<file path="src/rtl/mwadd_pkg.sv">
// Shared types and constants for the multiword add sequencer: FSM state
// encoding, default geometry and the slice-index width helper.
package mwadd_pkg;

    typedef enum logic [1:0] {
        ST_IDLE = 2'd0,
        ST_RUN  = 2'd1,
        ST_DONE = 2'd2
    } state_t;

    localparam int DEF_WIDTH = 16;
    localparam int DEF_SLICE = 4;

    // A single-slice configuration still needs a 1-bit index register.
    function automatic int slice_idx_w(input int nslice);
        return (nslice > 1) ? $clog2(nslice) : 1;
    endfunction

endpackage

</file>
<file path="src/rtl/add_slice.sv">
// Combinational SLICE-bit adder slice; the sequencer reuses one instance
// for every field of the operands.
module add_slice #(
    parameter int SLICE = 4
) (
    input  logic [SLICE-1:0] i_a,
    input  logic [SLICE-1:0] i_b,
    input  logic             i_cin,
    output logic [SLICE-1:0] o_s,
    output logic             o_cout
);

    assign {o_cout, o_s} = {1'b0, i_a} + {1'b0, i_b} + {{SLICE{1'b0}}, i_cin};

endmodule

</file>
<file path="src/rtl/multiword_add_sequencer.sv">
// Multi-cycle WIDTH-bit adder built from one SLICE-bit slice, LSB field first.
// Define MWADD_SUB_EN to add the `sub` port (a + ~b + 1 subtraction).
module multiword_add_sequencer
    import mwadd_pkg::*;
#(
    parameter int WIDTH = DEF_WIDTH,
    parameter int SLICE = DEF_SLICE
) (
    input  logic             clk,
    input  logic             reset,
    input  logic             in_valid,
    output logic             in_ready,
    input  logic [WIDTH-1:0] a,
    input  logic [WIDTH-1:0] b,
    input  logic             carry_in,
`ifdef MWADD_SUB_EN
    input  logic             sub,
`endif
    output logic             out_valid,
    input  logic             out_ready,
    output logic [WIDTH-1:0] sum,
    output logic             carry_out,
    output logic             busy
);

    localparam int NSLICE = WIDTH / SLICE;
    localparam int KW     = slice_idx_w(NSLICE);

    state_t           r_state;
    state_t           w_state_next;
    logic [WIDTH-1:0] r_a;
    logic [WIDTH-1:0] r_b;
    logic [WIDTH-1:0] r_sum;
    logic [WIDTH-1:0] w_sum_next;
    logic [KW-1:0]    r_k;
    logic             r_carry;
    logic             r_cout;

    logic             w_accept;
    logic             w_last;
    logic [WIDTH-1:0] w_b_eff;
    logic             w_cin_eff;
    logic [SLICE-1:0] w_s;
    logic             w_c;
    logic [SLICE-1:0] w_a_fld [NSLICE];
    logic [SLICE-1:0] w_b_fld [NSLICE];

    // Subtraction folds into addition: invert b once at capture, seed carry with 1.
`ifdef MWADD_SUB_EN
    assign w_b_eff   = sub ? ~b : b;
    assign w_cin_eff = sub ? 1'b1 : carry_in;
`else
    assign w_b_eff   = b;
    assign w_cin_eff = carry_in;
`endif

    assign w_accept = (r_state == ST_IDLE) && in_valid;
    assign w_last   = (r_k == KW'(NSLICE - 1));

    genvar gi;
    generate
        for (gi = 0; gi < NSLICE; gi++) begin : g_field
            assign w_a_fld[gi] = r_a[gi*SLICE +: SLICE];
            assign w_b_fld[gi] = r_b[gi*SLICE +: SLICE];
            // Only the field selected by k takes the new slice result.
            assign w_sum_next[gi*SLICE +: SLICE] =
                (r_k == KW'(gi)) ? w_s : r_sum[gi*SLICE +: SLICE];
        end
    endgenerate

    add_slice #(
        .SLICE (SLICE)
    ) u_add_slice (
        .i_a    (w_a_fld[r_k]),
        .i_b    (w_b_fld[r_k]),
        .i_cin  (r_carry),
        .o_s    (w_s),
        .o_cout (w_c)
    );

    always_ff @(posedge clk) begin
        if (reset) begin
            r_state <= ST_IDLE;
        end else begin
            r_state <= w_state_next;
        end
    end

    always_comb begin
        w_state_next = r_state;
        in_ready     = 1'b0;
        busy         = 1'b0;
        out_valid    = 1'b0;
        case (r_state)
            ST_IDLE: begin
                in_ready = 1'b1;
                if (in_valid) begin
                    w_state_next = ST_RUN;
                end
            end
            ST_RUN: begin
                busy = 1'b1;
                if (w_last) begin
                    w_state_next = ST_DONE;
                end
            end
            ST_DONE: begin
                out_valid = 1'b1;
                if (out_ready) begin
                    w_state_next = ST_IDLE;
                end
            end
            default: begin
                w_state_next = ST_IDLE;
            end
        endcase
    end

    always_ff @(posedge clk) begin
        if (reset) begin
            r_a     <= '0;
            r_b     <= '0;
            r_sum   <= '0;
            r_k     <= '0;
            r_carry <= 1'b0;
            r_cout  <= 1'b0;
        end else if (w_accept) begin
            r_a     <= a;
            r_b     <= w_b_eff;
            r_k     <= '0;
            r_carry <= w_cin_eff;
        end else if (r_state == ST_RUN) begin
            r_sum   <= w_sum_next;
            r_carry <= w_c;
            r_k     <= r_k + KW'(1);
            if (w_last) begin
                r_cout <= w_c;
            end
        end
    end

    assign sum       = r_sum;
    assign carry_out = r_cout;

endmodule

</file>
<file path="config.mk">
export PLATFORM = sky130hd
export DESIGN_NAME = multiword_add_sequencer
export DESIGN_NICKNAME = d
export VERILOG_FILES = /design/src/rtl/mwadd_pkg.sv /design/src/rtl/add_slice.sv /design/src/rtl/multiword_add_sequencer.sv
export SDC_FILE = /design/constraint.sdc
export NUM_CORES = 1
export LEC_CHECK = 0
export ABC_AREA = 1
export CAP_MARGIN = 20
export CORE_MARGIN = 10
export CORE_UTILIZATION = 45
export CTS_CLUSTER_DIAMETER = 80
export DETAILED_ROUTE_END_ITERATION = 10
export HOLD_SLACK_MARGIN = 0.06
export PLACE_DENSITY = 0.73
export SKIP_LAST_GASP = 1
export SYNTH_ARGS = -nofsm -noshare
export SYNTH_HDL_FRONTEND = slang
export SYNTH_SLANG_ARGS = --single-unit
</file>
<file path="constraint.sdc">
create_clock -name clk -period 3.15 [get_ports clk]
set_input_delay 0.315 -clock clk [delete_from_list [all_inputs] [get_ports clk]]
set_output_delay 0.315 -clock clk [all_outputs]
set_load 0.02 [all_outputs]
</file>
Placed standard cells:
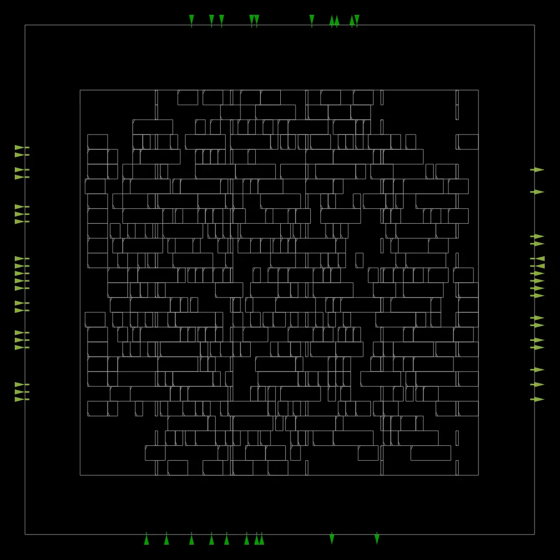
sequential cells: 54
tap cells: 70
Seq area share: 35.2%
Final Util: 59.4%

Cell sizes after repair:
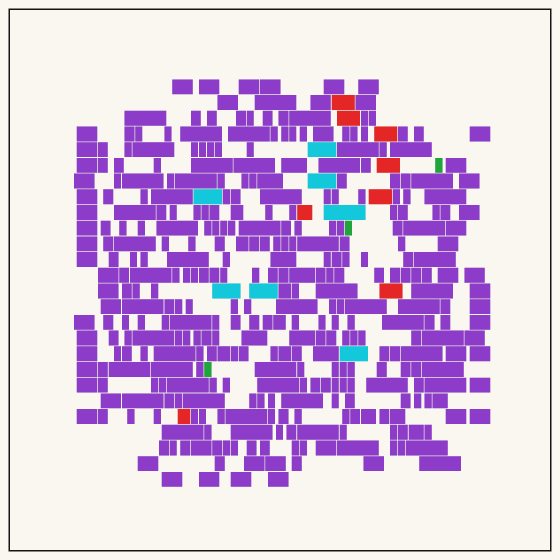
[drive 1 or less] purple | cells: 353 | share: 95% | most used: nor2_1
[drive 3 to 4] red | cells: 8 | share: 2.2% | most used: nor2_4
[drive 6 and up] cyan | cells: 7 | share: 1.9% | most used: clkbuf_8
[drive 2] green | cells: 3 | share: 0.81% | most used: inv_2
count of non-CTS buffers in the layout: 57
final instance area: 3070 µm²
P&R area growth vs syn: 26.1%
PnR worst setup slack: 0.725 ns

==> flow_summary.json <==
{
  "fin_crit_sh_pct": 77.0,
  "synth_area_leader_cell": "dfxtp_1",
  "synth_area_um2": 2430,
  "route.met2.wl_um": 2510,
  "syn-num-nets": 369,
  "hold_viol": 0,
  "hold_path_end": "sum[0]$_SDFFE_PP0P_",
  "min-delay-start": "sum[0]$_SDFFE_PP0P_",
  "tool_warnings": 29,
  "first_pass_iters": 4,
  "yosysChipArea_um2": 2430,
  "maxCapViolCount": 0,
  "crit_path_end": "sum[1]$_SDFFE_PP0P_",
  "dp_hpwl_um": 4190,
  "cp_top_family": "adder cells",
  "cts-resized-gates": 0,
  "arrival_ns": 2.66,
  "cp-start-kind": "flip-flop",
  "drt_iter0_markers": 144,
  "synth_area_per_cell_um2": 7.54,
  "via_per_inst": 4.89,
  "lay_top_count": "nor2_1",
  "die_height_um": 93.6,
  "wl_met3_um": 415,
  "crit_cells": 7,
  "yosysMostFrequentCell": "nor2_1",
  "worst-path-buf-inv": 2,
  "clock.latency.late_pin_ns": 0.30,
  "reg2regPathDepth": 7,
  "slew_violations": 0,
  "initial_core_util_pct": 47.1,
  "layout_min_cycle_time_ns": 2.42,
  "yosys.area.top_type_share_pct": 44.4,
  "ys_cells": 323,
  "pre_cts_ws_ns": 0.787,
  "tightestPinTransition_ns": 0.635,
  "io_buffer_count": 56,
  "critPathCaptureType": "flip-flop",
  "die_w_um": 93.6,
  "grt_max_degree": 49,
  "cts_buffer_depth": 2,
  "finalNonFillerCells": 441,
  "whs_ns": 0.481,
  "clock.fmax_mhz": 412,
  "routed.top_layer": "met4",
  "critPathLaunch": "r_k[1]$_SDFFE_PP0P_",
  "yosysWarningCount": 0,
  "fp-row-count": 26,
  "grt_util_all_layers_pct": 13.0,
  "path_class": "flip-flop to flip-flop",
  "grt_overflow_total": 0,
  "drc": 0,
  "clkSinkCount": 54,
  "core_area_um2": 5170,
  "setup-tns-final_ns": 0,
  "gp_congestion": 0.883,
  "cts_buffers": 5,
  "ir_drop_uv": 225,
  "fin_skew_ns": 0.00533,
  "ys.flop_type": "dfxtp_1",
  "wirelength_um": 5470,
  "cts_tree": "yes",
  "status": "finished clean",
  "clkTransAtPathRegs_ns": 0.09,
  "met1Wirelength_um": 2500,
  "hold_class": "flip-flop to flip-flop",
  "num_vias": 2158,
  "slowest_stage": "dfxtp_1",
  "antenna_found_initial": 0,
  "cts_hold_buf": 0,
  "synth_cells": 323,
  "slew_headroom_pct": 57.6,
  "common_cells": "nor2_1 (84), dfxtp_1 (54), o21ai_0 (45)",
  "r2r-start": "r_k[1]$_SDFFE_PP0P_",
  "edf_count": 0,
  "fp.dieArea_um2": 8750,
  "synth-seq-cells": 54,
  "ys_seq_share_pct": 44.4,
  "max_stage_delay_ns": 0.56,
  "area_leaders": "dfxtp_1 (44%), nor2_1 (13%), o21ai_0 (9.2%), nand2_1 (5.1%), a21oi_1 (3.7%)",
  "power.density_nw_per_um2": 463,
  "worstPathMaxFanout": 12,
  "ant_nets": 0,
  "setup_violations": 0,
  "power_mw": 1.42,
  "worst_ep_required_time_ns": 3.38,
  "timing.rr.end": "sum[1]$_SDFFE_PP0P_",
  "diodes": 0,
  "routedWlPerCell_um": 12.4,
  "worstPathCellList": "clkinv_1 > o21ai_0 > o22ai_1 > fa_1 > inv_1 > fa_1 > a21oi_1",
  "power_leakage_nw": 1.29,
  "grt_pass1_wl_um": 9470,
  "ios": 57,
  "ys_async_sr_fraction_pct": 0,
  "hold_depth": 2,
  "rsz0062_at_grt": "no",
  "dp_cells": 435,
  "r2r_slack_ns": 0.73,
  "grt_pass1_vias": 2082,
  "synth.distinct_cells": 23,
  "htree_levels": 2,
  "crit_top_cell": "fa_1",
  "drive_above_1_share_pct": 4.85,
  "root_buffer": "clkbuf_8",
  "lay_top_cells": "nor2_1 (84), clkdlybuf4s50_1 (56), dfxtp_1 (54)",
  "nNetsFinal": 418,
  "cts_setup_buffers": 0
}
-- state kept, by name, indices dropped and copies added, names as in the netlist --
name and cells:
r_carry 1, r_state 2, carry_out 1, r_k 2, sum 16, r_a 16, r_b 16
-- worst min-delay path, stage by stage (launching register included) --
cell,delay (ns)
dfxtp_1,0.32
o21ai_0,0.07
a21oi_1,0.06
-- per-stage QoR --
| stage | cell area (µm²) | util (%) |
|---|---|---|
| floorplan | 2430 | - |
| global placement | 2990 | 57.8 |
| detailed placement | 2990 | 57.8 |
| CTS | 3070 | 59.4 |
| global route | 3070 | 59.4 |
| finish | 3070 | 59.4 |
-- report_power, final --
part | switching [mW] | total [mW] | internal (mW) | leakage [nW]
Combinational | 0.164 | 0.293 | 0.128 | 0.799
Sequential | 0.0277 | 0.757 | 0.729 | 0.444
Clock | 0.203 | 0.373 | 0.170 | 0.0431
-- layout make-up --
class,instances,area (µm²)
tap,70,87.6
fill,483,2100
multi-input combinational,231,1160
sequential,54,1080
clock buffer,6,82.6
timing repair buffer,57,568
inverter,23,88.8
-- per-layer routing --
| layer | vias to the layer above | global-route usage, % |
|---|---|---|
| li1 | 1148 | - |
| met1 | 945 | 15.6 |
| met2 | 59 | 21.3 |
| met3 | 6 | 4.72 |
| met4 | 0 | 4.05 |
| met5 | - | 0 |
-- logic make-up (layout without fill, tap and decap cells) --
kind of cell / count (synthesis) / count (layout) / synth area share, %
AND-OR/OR-AND: 86 / 86 / 18.4
AND/OR/NAND/NOR: 136 / 136 / 24.1
flip-flops: 54 / 54 / 44.4
buffers and inverters: 38 / 86 / 7.86
adder cells (fa/ha/maj): 9 / 9 / 5.24
Power is estimated from default activity; no workload was simulated.
